Design gelato_warp_scheduler, sky130hd; sources not shown.
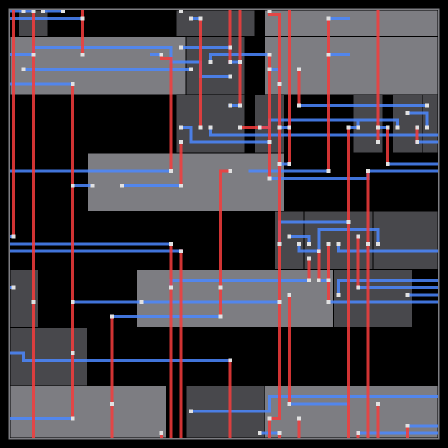
Fig. 1. Zoomed window.
Region (64, 71) to (84, 91) um. Cells in gray, sequential cells in the stronger gray; small squares are vias.
color	layer
blue	met1
red	met2
most frequent	dfrtp_1 (6), nand2_1 (4), clkdlybuf4s50_1 (3)
cells with their middle in the window	17
sequential cells in the window	6

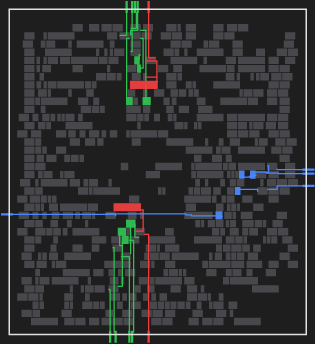
Fig. 2. Wires at chosen ports, followed through buffers.
Scale: 3 px per um.
color	port	bits	direction	end cells	buffers	wire
blue	warp_grant	4	output	4	4	132 um
green	warp_split_num	8	input	8	8	247 um
red	fetch_split_num	2	output	2	2	77.5 um
Ports: 192
I/O Buffers: 191

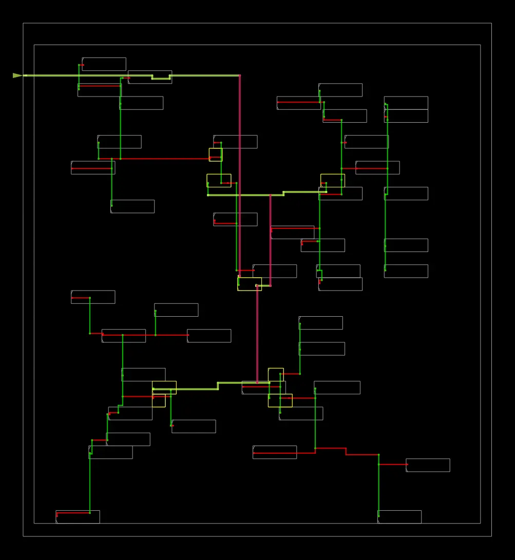
Fig. 3. Clock nets.
FFs & Latches: 43
CTS buffer count: 5
Skew-Pair Late Insertion Delay: 310 ps
Sink Count: 43

==> results.yml <==
# synthesis and place-and-route metrics
global_routing:
  busiest_layer: "met2"
  first_global_vias: 3375
  grt_pass1_wl_um: 17200
yosys:
  largest_area_cell: "dfrtp_1"
  synth.most_common_cell: "nand2_1"
  post_synth_ao_oa_area_fraction: 0.320
  synthArstFlopShare: 1.00
  synth.avg_cell_area_um2: 8.30
cells_and_area:
  final_cell_count_no_fill: 652
  comb_share: 0.341
  buf_share: 0.397
  n_antenna_cell: 0
  largest_cell_class: "buffers"
  final_cell_mix: "clkdlybuf4s50_1, nand2_1, dfrtp_1, o21ai_0, nor2_1"
critical_path:
  slowest_stage: "clkdlybuf4s50_1"
  path_cells: "clkdlybuf4s50_1, nor4bb_1, a311oi_4, buf_4, nand2_1, nand2_1, nor3_1, clkdlybuf4s50_1"
  worst-path-stages: 8
  worstSetupPathType: "in -> out"
  r2r_cells: 6
clock_network:
  cts_hold_buf: 0
  cts_resized: 0
placed_design:
  place_inst: 644
pwr:
  pwr-share-seq: 0.274
  fin_total_pwr_mw: 1.69
  top_power_group: "combinational logic"
die:
  rows: 37
  tapCellCount: 117
status:
  outcome: "finished, final reports clean"
worst_hold_path:
  min_path_type: "reg -> reg"
detailed_routing:
  drtIter0Drc: 89
sta:
  slew_headroom: 0.575
  finalSetupTns_ps: 0
  final_max_slew_viol_count: 0
Power and IR drop assume default switching activity.
